## config.mk

```make
export PLATFORM = sky130hd
export DESIGN_NAME = serial_subtractor
export DESIGN_NICKNAME = d
export VERILOG_FILES = /design/src/rtl/serial_subtractor.sv
export SDC_FILE = /design/constraint.sdc
export NUM_CORES = 1
export LEC_CHECK = 0
export ABC_AREA = 0
export CORE_ASPECT_RATIO = 0.6
export CORE_MARGIN = 2
export CORE_UTILIZATION = 42
export DETAILED_ROUTE_END_ITERATION = 6
export PLACE_DENSITY = 0.73
export SLEW_MARGIN = 40
export SYNTH_ARGS = -nofsm -noshare
export SYNTH_HDL_FRONTEND = slang
export SYNTH_SLANG_ARGS = --single-unit
```

## constraint.sdc

```tcl
create_clock -name clock -period 5.1 [get_ports clock]
set_clock_uncertainty 0.1 [all_clocks]
set_input_delay 1.02 -clock clock [delete_from_list [all_inputs] [get_ports clock]]
set_output_delay 1.02 -clock clock [all_outputs]
set_load 0.005 [all_outputs]
```

## src/rtl/serial_subtractor.sv

```systemverilog
// Multi-cycle unsigned subtractor: a - b processed DIGIT bits per clock with a registered borrow.
// Optional build macro: SUBTRACTOR_SATURATE_EN clamps an underflowed result to zero.
module serial_subtractor #(
   parameter int unsigned WIDTH = 64,
   parameter int unsigned DIGIT = 8
) (
   input  logic             clock,
   input  logic             reset,
   input  logic             in_valid,
   output logic             in_ready,
   input  logic [WIDTH-1:0] a,
   input  logic [WIDTH-1:0] b,
   output logic             out_valid,
   input  logic             out_ready,
   output logic [WIDTH-1:0] diff,
   output logic             borrow,
   output logic             zero
);

   localparam int unsigned N    = WIDTH / DIGIT;
   localparam int unsigned CntW = (N > 1) ? $clog2(N) : 1;

   if ((WIDTH % DIGIT) != 0) begin : g_bad_digit
      $error("DIGIT must divide WIDTH");
   end

   typedef enum logic [1:0] {StIdle, StRun, StDone} state_e;

   state_e            state_q, state_d;
   logic [WIDTH-1:0]  a_q, a_d, b_q, b_d, res_q, res_d;
   logic              borrow_q, borrow_d;
   logic [CntW-1:0]   cnt_q, cnt_d;
   logic [DIGIT:0]    digit_diff;
   logic [WIDTH-1:0]  diff_res;
   int unsigned       idx;
   logic              done;

   assign idx = 32'(cnt_q) * DIGIT;
   // Extra MSB of the digit difference is the borrow out of this digit.
   assign digit_diff = {1'b0, a_q[idx +: DIGIT]} - {1'b0, b_q[idx +: DIGIT]}
                       - {{DIGIT{1'b0}}, borrow_q};

   always_comb begin
      state_d  = state_q;
      a_d      = a_q;
      b_d      = b_q;
      res_d    = res_q;
      borrow_d = borrow_q;
      cnt_d    = cnt_q;
      unique case (state_q)
         StIdle: begin
            if (in_valid) begin
               a_d      = a;
               b_d      = b;
               res_d    = '0;
               borrow_d = 1'b0;
               cnt_d    = '0;
               state_d  = StRun;
            end
         end
         StRun: begin
            res_d[idx +: DIGIT] = digit_diff[DIGIT-1:0];
            borrow_d            = digit_diff[DIGIT];
            cnt_d               = cnt_q + 1'b1;
            if (cnt_q == CntW'(N - 1)) begin
               state_d = StDone;
            end
         end
         StDone: begin
            if (out_ready) begin
               state_d = StIdle;
            end
         end
         default: state_d = StIdle;
      endcase
   end

   always_ff @(posedge clock) begin
      if (reset) begin
         state_q  <= StIdle;
         a_q      <= '0;
         b_q      <= '0;
         res_q    <= '0;
         borrow_q <= 1'b0;
         cnt_q    <= '0;
      end else begin
         state_q  <= state_d;
         a_q      <= a_d;
         b_q      <= b_d;
         res_q    <= res_d;
         borrow_q <= borrow_d;
         cnt_q    <= cnt_d;
      end
   end

`ifdef SUBTRACTOR_SATURATE_EN
   assign diff_res = borrow_q ? '0 : res_q;
`else
   assign diff_res = res_q;
`endif

   assign done      = (state_q == StDone);
   assign in_ready  = (state_q == StIdle) && !reset;
   assign out_valid = done;
   assign diff      = done ? diff_res : '0;
   assign borrow    = done & borrow_q;
   assign zero      = done & (diff_res == '0);

endmodule

```

Fig. 1: run 1, local utilization
The die is cut into 20 by 12 equal tiles; white is low, dark blue is high, 0 to 100% covered.
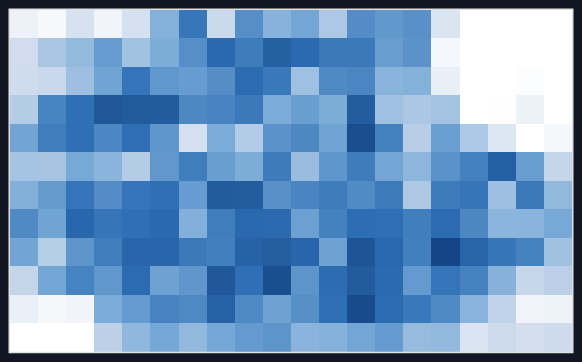
nearly empty tiles: 7.9%
mean over tiles: 50%
fullest tile: 92%
tiles over 75% full: 15%
emptiest ninth of the die: upper right

Fig. 2: run 1, M2 wires
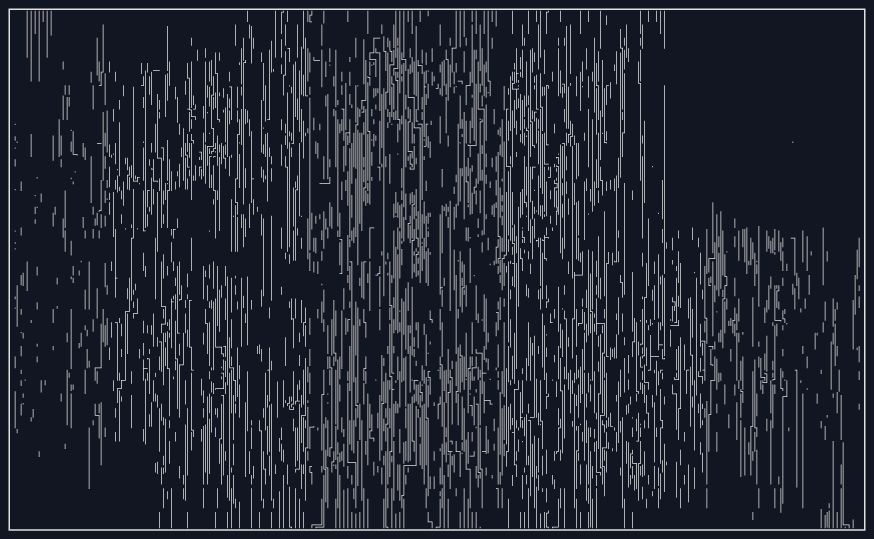
main direction: vertical
longest straight run: 47.6 µm
wire length on this layer: 11900 µm
nets with wire on the layer: 1178

Fig. 3: run 1, wiring by layer
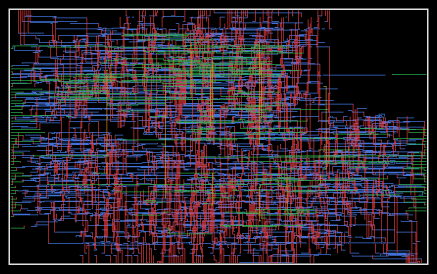
[orange] metal 4 | wire length: 373 µm
[blue] metal 1 | wire length: 14600 µm
[red] metal 2 | wire length: 11900 µm
[green] metal 3 | wire length: 3760 µm

==> out/results.txt, run 1 <==
Tmin final: 3950 ps
HPWL after DPL: 21.9 mm
Vias in the first global route: 8369
Post-synth EDFFs: 0
Fin. Hold Viols: 0
Dpl cell area: 11400 µm²
Max power group: registers
Most Frequent Cell on Critical Path: nor4_1
Clock share of power: 0.384
Power per Cell Area: 321 nW/µm²
CTS Buf Count: 17
Clock transition at path regs: 80 ps
OpenROAD warning count: 34
Die W: 196 µm
Crit path capture type: primary output
Status: finished clean
Comb power: 727 µW
Chip height: 119 µm
Worst Max-Slew Pin Slew: 871 ps
Distinct lib cells used: 52
Cells after Synth: 1135
Adders+Majority by Area: 0.0299
Area grow syn2layout: 30.3%
Buffers and inverters on the worst path: 1
Clk latency late pin: 450 ps
Chip Area, Yosys: 9280 µm²
Num Clock Sinks: 198
Aoi share: 0.150
Worst path cell trace: nor2b_2 > nand2_1 > nor4_1 > nand3_1 > nor4_1 > clkdlybuf4s50_1
Wirelength, routed: 30.6 mm
Max IR drop VDD: 0.276 mV
Synth Area in Simple Gates: 0.257
NumNets Final: 1435
H-tree levels: 4
Max stage delay on crit path: 560 ps
Worst setup SP type: register
Power Internal: 2.70 mW
RSZ-0062 raised after global routing: no
Psw: 1.18 mW
Mapped Nets: 1288
Clock network power consumption: 1.49 mW
Site row count: 42
run 1: layout make-up:
cell class / count / area [µm²] / area share
Sequential cell: 198 / 3970 / 0.328
Clock buffer: 17 / 425 / 0.0352
Timing Repair Buffer: 209 / 2080 / 0.172
Multi-Input combinational cell: 837 / 4960 / 0.410
Tap cell: 286 / 358 / 0.0296
Inverter: 19 / 71.3 / 0.00590
Clock inverter: 15 / 230 / 0.0190
run 1: metrics by stage:
step           power (mW)  setup WS, ps  cells
6_report             3.89          1150   1581
5_1_grt              4.02           746   1581
4_1_cts              3.87          1180   1581
3_5_place_dp         2.40          1220   1549
2_1_floorplan        2.10          1280   1135
3_3_place_gp         2.39          1290   1549
run 1: tightest hold or removal path: cells and delay by family (launching register included):
| kind | cells | cell delay [ps] |
|---|---|---|
| simple gates | 1 | 50 |
| compound gates | 1 | 50 |
| flops | 1 | 310 |
run 1: cells in the mapped netlist (3+ instances only):
library cell	count	area, µm²
a21o_1	3	22.5
buf_1	10	37.5
nand4_1	4	25.0
nand2b_1	4	25.0
a22oi_1	25	188
dfxtp_1	198	3960
o211ai_1	3	22.5
buf_2	5	25.0
nor3_1	7	35.0
a32oi_1	4	35.0
o21ai_0	14	70.1
o21a_1	3	22.5
a21boi_0	4	30.0
and3_1	5	31.3
a31oi_1	3	18.8
ha_1	19	238
nor3_2	4	40.0
inv_1	18	67.6
nand3_1	32	160
a2111oi_0	4	35.0
mux2i_1	15	150
a21oi_1	159	796
nor4_1	17	106
clkbuf_1	64	240
o31ai_1	12	90.1
nor3b_1	4	30.0
mux4_2	31	698
nor2b_1	7	43.8
nand2_1	319	1200
nor2_1	45	169
and2_1	67	419
run 1: worst paths after layout:
kind / from / to / cells past startpoint / slack, ps
worst min register to register: a_q[53]$_SDFFE_PP0P_ / a_q[53]$_SDFFE_PP0P_ / 2 / 360
worst min-delay path: a_q[53]$_SDFFE_PP0P_ / a_q[53]$_SDFFE_PP0P_ / 2 / 360
worst max register to register: cnt_q[0]$_SDFFE_PP0P_ / diff_res[22]$_SDFFE_PP0P_ / 12 / 1170
worst max-delay path: state_q[1]$_SDFFE_PP0P_ / zero / 6 / 1150
run 1: metal layers:
layer | wire length [µm] | vias to the layer above | track usage
met1 | 14600 | 4174 | 0.417
met2 | 11900 | 444 | 0.350
li1 | - | 4192 | -
met4 | 372 | 0 | 0.0554
met5 | 0 | - | 0
met3 | 3760 | 33 | 0.0790
run 1: placed cells by master, fill, tap and decap left out, drive strengths merged, types with 3 or more instances in the layout:
cell and n:
a2111oi 4, a21boi 4, a21o 3, a21oi 159
a22oi 25, a31oi 3, a32oi 4, and2 67
and3 5, buf 11, bufinv 3, clkbuf 17
clkdlybuf4s50 198, clkinv 5, dfxtp 198, ha 19
inv 25, mux2i 15, mux4 31, nand2 319
nand2b 4, nand3 32, nand4 4, nor2 45
nor2b 7, nor3 11, nor3b 4, nor4 17
o211ai 3, o21a 4, o21ai 15, o31ai 12
run 1: sequential cells by signal (all words and copies together) (netlist names):
| name | count |
|---|---|
| cnt_q | 3 |
| state_q | 2 |
| borrow_q | 1 |
| diff_res | 64 |
| b_q | 64 |
| a_q | 64 |
--- run 2 (diff from run 1) ---
- PLACE_DENSITY: 0.73 -> 0.76
- clock period: 5.1 -> 3.23 ns (I/O delays scaled with it)
Fig. 4: run 2, local utilization
The die is cut into 20 by 12 equal tiles; white is low, dark blue is high, 0 to 100% covered.
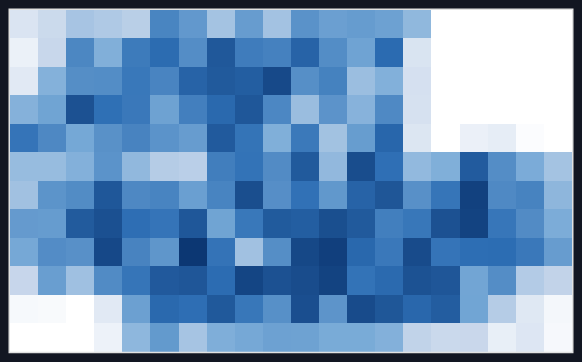
tiles over 75% full: 23%
emptiest ninth of the die: upper right
mean over tiles: 52%
nearly empty tiles: 11%
fullest tile: 97%

==> run 2 against run 1 <==
Net effect: global-route usage fell by 0.90 points; critical path depth grew 5; cell area increased by 3.8%; via count grew 0.88%; area after synthesis is the same; flip-flop count is the same; utilization rose by 2.1 points; setup slack worse by 1100 ps; first-iteration DRC count up 5.8%.
==> out/results.txt, run 2 <==
Status: finished clean
Warnings, synthesis: 0
Num Clock Sinks: 198 (unchanged)
Residual DRC: 0
Clock buffer depth: 2
Worst setup SP type: register
Worst R2R Setup Slack: 40 ps (-1130 ps)
Post-Syn Area: 9280 µm²
Most frequent logic cell in the layout: nand2_1
Worst path cell trace: buf_12 > mux4_2 > mux2i_1 > ha_1 > inv_1 > ha_2 > a21oi_2 > o21ai_2 > a21o_1 > o21a_4 > o31ai_1
Worst min-delay path class: register to register
Setup violators final: 0
Area grow syn2layout: 35.2%
Synth flops: 198
First-pass GRT wire length: 46.5 mm
Max stage delay on crit path: 570 ps (about the same)
Drt first pass iters: 5
Distinct lib cells used: 52 (unchanged)
Top-area cell share: 0.427 (unchanged)
Hold Path Cell Cnt: 2 (unchanged)
Share of cells above drive strength 1: 0.109
Worst path arrival time: 3450 ps
Post-synth area hogs: dfxtp_1, nand2_1, a21oi_1, mux4_2, and2_1
Slew margin rel.: 0.431
OpenROAD warning count: 36 (+5.9%)
Clock share of power: 0.370 (-0.014)
Total power: 6.27 mW (+61%)
Max IR drop VDD: 0.483 mV (+75%)
Largest net degree at the start of global routing: 177
P_leak: 4.70 nW
Fin. Hold Viols: 0 (unchanged)
Vias in the first global route: 8472 (+1.2%)
Top cells excl fill/tap: nand2_1, clkdlybuf4s50_1, dfxtp_1
Psw: 1.82 mW (+53%)
Root Buffer: clkbuf_16
Avg Cell Area, Syn: 8.18 µm²
Initial antenna violation count: 0
Site row count: 42 (unchanged)
CP required: 3480 ps
Max-cap viol count: 0
NumNets Final: 1474 (+2.7%)
HPWL after DPL: 21.7 mm (-1.2%)
Crit. path cell count: 11 (+5)
Buffers and inverters on the worst path: 2 (+1)
Ys cells: 1135
Chip Area, Yosys: 9280 µm² (unchanged)
Post-synth EDFFs: 0 (unchanged)
Via count: 8921
I/O pin cnt: 200
Antenna viol nets, final: 0
H-tree levels: 4 (unchanged)
Reg power frac: 0.418
Filler cells: 1962
Synth top cells by count: nand2_1, dfxtp_1, a21oi_1
Yosys top cell by area: dfxtp_1
Initial detailed-routing violation count: 1072
RSZ-0062 raised after global routing: yes
Tmin final: 3190 ps
Chip area: 23300 µm²
Power Internal: 4.45 mW (+65%)
Part of the power in combinational logic: 0.212
Setup CP Type: register to register
Yosys top cell by instances: nand2_1
Die W: 196 µm (unchanged)
Clk latency late pin: 450 ps (about the same)
FF-to-FF path depth: 11 (-1)
Power per Cell Area: 500 nW/µm² (+56%)
Top cell family by delay on the critical path: AND-OR/OR-AND gates
Clock transition at path regs: 70 ps (about the same)
Chip height: 119 µm (unchanged)
Core Area: 21900 µm²
Cells after Synth: 1135 (unchanged)
Worst Max-Slew Pin Slew: 853 ps (-18.2 ps)
Crit path capture type: register
Slowest cell on the critical path: mux4_2
CTS Buf Count: 17 (unchanged)
N_diodes: 0
Placer Congestion: 0.958
FFs w/ async S/R, synth: 0
CTS tree: done
Slew Limit Fails: 0
Wirelength, routed: 29.9 mm (-2.4%)
Mapped Nets: 1288 (unchanged)
Count of input and output buffers: 199
## run 2: layout make-up
type                            count  area (µm²)  share of cell area
Clock buffer                       19         443              0.0353
Clock inverter                     13         194              0.0155
Inverter                           19        71.3             0.00568
Multi-Input combinational cell    837        5070               0.404
Sequential cell                   198        3970               0.316
Tap cell                          286         358              0.0285
Timing Repair Buffer              248        2440               0.195
## run 2: worst paths after layout
| kind | to | startpoint |
|---|---|---|
| min reg2reg | b_q[41]$_SDFFE_PP0P_ | b_q[41]$_SDFFE_PP0P_ |
| min | b_q[41]$_SDFFE_PP0P_ | b_q[41]$_SDFFE_PP0P_ |
| max | diff_res[47]$_SDFFE_PP0P_ | cnt_q[0]$_SDFFE_PP0P_ |
| max reg2reg | diff_res[47]$_SDFFE_PP0P_ | cnt_q[0]$_SDFFE_PP0P_ |
## run 2: per-layer routing
layer | wire length (µm) | vias to the layer above | track usage
li1 | - | 4273 | -
met5 | 0 | - | 0
met4 | 232 | 0 | 0.0469
met1 | 14300 | 4211 | 0.400
met3 | 3600 | 20 | 0.0753
met2 | 11800 | 417 | 0.344
## run 2: cell families after synthesis
logic type,synth area share
fa+ha+maj,0.0299
flops,0.427
xor+xnor,0.00283
buf+inv,0.0423
mux,0.0914
simple gates,0.257
compound gates,0.150
## run 2: tightest hold or removal path, delay by kind of cell, from the launching register on
family / cells / cell delay [ps]
and+or+nand+nor: 1 / 50
DFF: 1 / 310
AOI/OAI and AO/OA: 1 / 50
## run 2: timing repair
item                                    CTS  global route
resized                                   7            28
endpoints found under the setup margin   15            23
setup buffers                             0             6
gates cloned                              1             0
pin swaps                                 0             5
## run 2: power groups by stage
| stage | registers [mW] | clock network [mW] | logic (mW) |
|---|---|---|---|
| finish | 2.62 | 2.32 | 1.33 |
| global route | 2.63 | 2.43 | 1.43 |
| CTS | 2.62 | 2.34 | 1.23 |
| detailed placement | 2.67 | 0 | 1.20 |
| global placement | 2.67 | 0 | 1.19 |
| floorplan | 2.65 | 0 | 0.694 |
## run 2: through the flow
stage | setup TNS, ps | instance area [µm²] | cells | util | setup slack, ps
global route | -690 | 12600 | 1620 | 0.574 | -73.6
detailed placement | -168 | 11700 | 1582 | 0.537 | -53.8
finish | 0 | 12600 | 1620 | 0.574 | 35.9
global placement | 0 | 11700 | 1582 | 0.537 | 45.6
floorplan | -3.94 | 9330 | 1135 | - | -3.94
CTS | 0 | 12400 | 1615 | 0.569 | 3.72
--- run 3 (diff from run 2) ---
- PLACE_DENSITY: 0.76 -> 0.71
Fig. 5: run 3, routing congestion
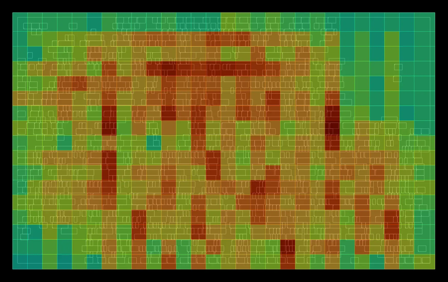
met1 usage: 0.425
WL/cell: 18.8 µm
met2 Usage GRT: 0.347

==> run 3 against run 2 <==
Net effect: global-route usage rose by 0.85 points; first-iteration DRC count fell by 9.7%; register-to-register slack barely moved; routed wire length rose by 3.3%; fmax fell by 0.40%; via count rose by 1.6%; utilization rose by 0.75 points; non-clock buffer count rose by 20; critical path type unchanged; largest power group unchanged.
==> out/results.txt, run 3 <==
H-tree levels: 4 (unchanged)
Top cells excl fill/tap: nand2_1, clkdlybuf4s50_1, dfxtp_1
Wirelength, routed: 30.9 mm (+3.3%)
FF-to-FF path depth: 11 (unchanged)
Status: finished clean
Worst path arrival time: 3480 ps (+30 ps)
Distinct lib cells used: 52 (unchanged)
Register area: 3970 µm² (unchanged)
Synth top cells by count: nand2_1, dfxtp_1, a21oi_1
Non-filler cells in the finished layout: 1640 (+1.2%)
Most frequent logic cell in the layout: nand2_1
Cells after Synth: 1135 (unchanged)
Site row count: 42 (unchanged)
Reg-to-Reg Start: cnt_q[0]$_SDFFE_PP0P_
Chip height: 119 µm (unchanged)
Worst min-delay path class: register to register
CP startpoint: cnt_q[0]$_SDFFE_PP0P_
Mapped Nets: 1288 (unchanged)
Initial antenna violation count: 0 (unchanged)
Num Clock Sinks: 198 (unchanged)
Combinational Area: 5080 µm² (+0.22%)
DP Cell Count: 1600 (+1.1%)
Initial detailed-routing violation count: 968 (-9.7%)
Post-synth EDFFs: 0 (unchanged)
Chip area: 23300 µm² (unchanged)
Setup tns final: 0 ps (unchanged)
Die W: 196 µm (unchanged)
Max IR drop VDD: 0.452 mV (-6.6%)
Largest net degree at the start of global routing: 112 (-37%)
Count of input and output buffers: 199 (unchanged)
Dpl cell area: 11900 µm² (+1.4%)
Placer Congestion: 0.933 (-2.7%)
Synth flops: 198 (unchanged)
Setup CP Type: register to register
Drt first pass iters: 6 (+1)
Setup violators final: 0 (unchanged)
CP required: 3510 ps (+30 ps)
Worst R2R Setup Slack: 20 ps (about the same)
Slew margin rel.: 0.483 (+0.0515)
OpenROAD warning count: 34 (-5.6%)
Residual DRC: 0 (unchanged)
Yosys top cell by area: dfxtp_1
Final instance area: 12700 µm² (+1.3%)
NumNets Final: 1494 (+1.4%)
Clock buffer depth: 2 (unchanged)
Reg2reg end: diff_res[6]$_SDFFE_PP0P_
Area grow syn2layout: 37.0%
Tmin final: 3210 ps (+12.9 ps)
CTS tree: done
## run 3: repair_timing
action,CTS,global route
cloned,0,0
pin swaps,3,15
buffers inserted,1,6
hold buffers,0,0
endpoints found under the setup margin,22,33
resized,11,34
## run 3: per-layer routing
layer,part of all wire,up-vias,global-route usage
li1,-,4313,-
met2,0.39,393,0.347
met5,0,-,0
met3,0.099,28,0.0583
met1,0.50,4332,0.425
met4,0.011,0,0.0687
## run 3: per-stage QoR
step | hold slack, ps | worst slack [ps] | util | power (mW)
floorplan | 333 | -3.94 | - | 3.34
global placement | 342 | -60.9 | 0.544 | 3.94
detailed placement | 345 | -111 | 0.544 | 3.96
CTS | 356 | 24.7 | 0.574 | 6.12
global route | 376 | -123 | 0.582 | 6.44
finish | 356 | 23.0 | 0.582 | 6.22
## run 3: final cells by class
type                    count  share of cell area
repair buffers            268               0.206
flip-flops and latches    198               0.312
multi-input cells         837               0.400
inverters                  19             0.00561
clock buffers              18              0.0345
clock inverters            14              0.0136
well taps                 286              0.0281
## run 3: worst max-delay path, stage by stage (launching register included)
cell and delay (ps):
dfxtp_4 430, mux4_2 530, nand2_2 90, nand2_2 60, fa_2 400, fa_2 350, nand2b_4 160, a2111oi_4 430
o21a_1 210, buf_12 150, o21ai_0 90, a21oi_1 130
## run 3: power breakdown
group / internal (mW) / total (mW) / switching [mW]
clock network: 1.07 / 2.18 / 1.11
logic: 0.624 / 1.41 / 0.788
registers: 2.55 / 2.63 / 0.0755
total: 4.25 / 6.22 / 1.97
## run 3: worst min-delay path by stage
| stage | startpoint | endpoint | slack (ps) | cells past startpoint |
|---|---|---|---|---|
| after floorplan | a_q[16]$_SDFFE_PP0P_ | a_q[16]$_SDFFE_PP0P_ | 330 | 2 |
| after global placement | a_q[31]$_SDFFE_PP0P_ | a_q[31]$_SDFFE_PP0P_ | 340 | 2 |
| after CTS | a_q[22]$_SDFFE_PP0P_ | a_q[22]$_SDFFE_PP0P_ | 360 | 2 |
| after detailed placement | a_q[22]$_SDFFE_PP0P_ | a_q[22]$_SDFFE_PP0P_ | 340 | 2 |
| after global routing | a_q[22]$_SDFFE_PP0P_ | a_q[22]$_SDFFE_PP0P_ | 380 | 2 |
| final | b_q[47]$_SDFFE_PP0P_ | b_q[47]$_SDFFE_PP0P_ | 360 | 2 |
## run 3: logic make-up (layout without fill, tap and decap cells)
family / after synthesis / after routing / synth area share
AND-OR/OR-AND: 240 / 240 / 0.150
flip-flops: 198 / 198 / 0.427
adder cells (fa/ha/maj): 21 / 21 / 0.0299
multiplexers: 46 / 46 / 0.0914
XOR/XNOR: 3 / 3 / 0.00283
buffers and inverters: 100 / 319 / 0.0423
AND/OR/NAND/NOR: 527 / 527 / 0.257
Power figures rest on the tool's default switching activity, not on a simulated workload.
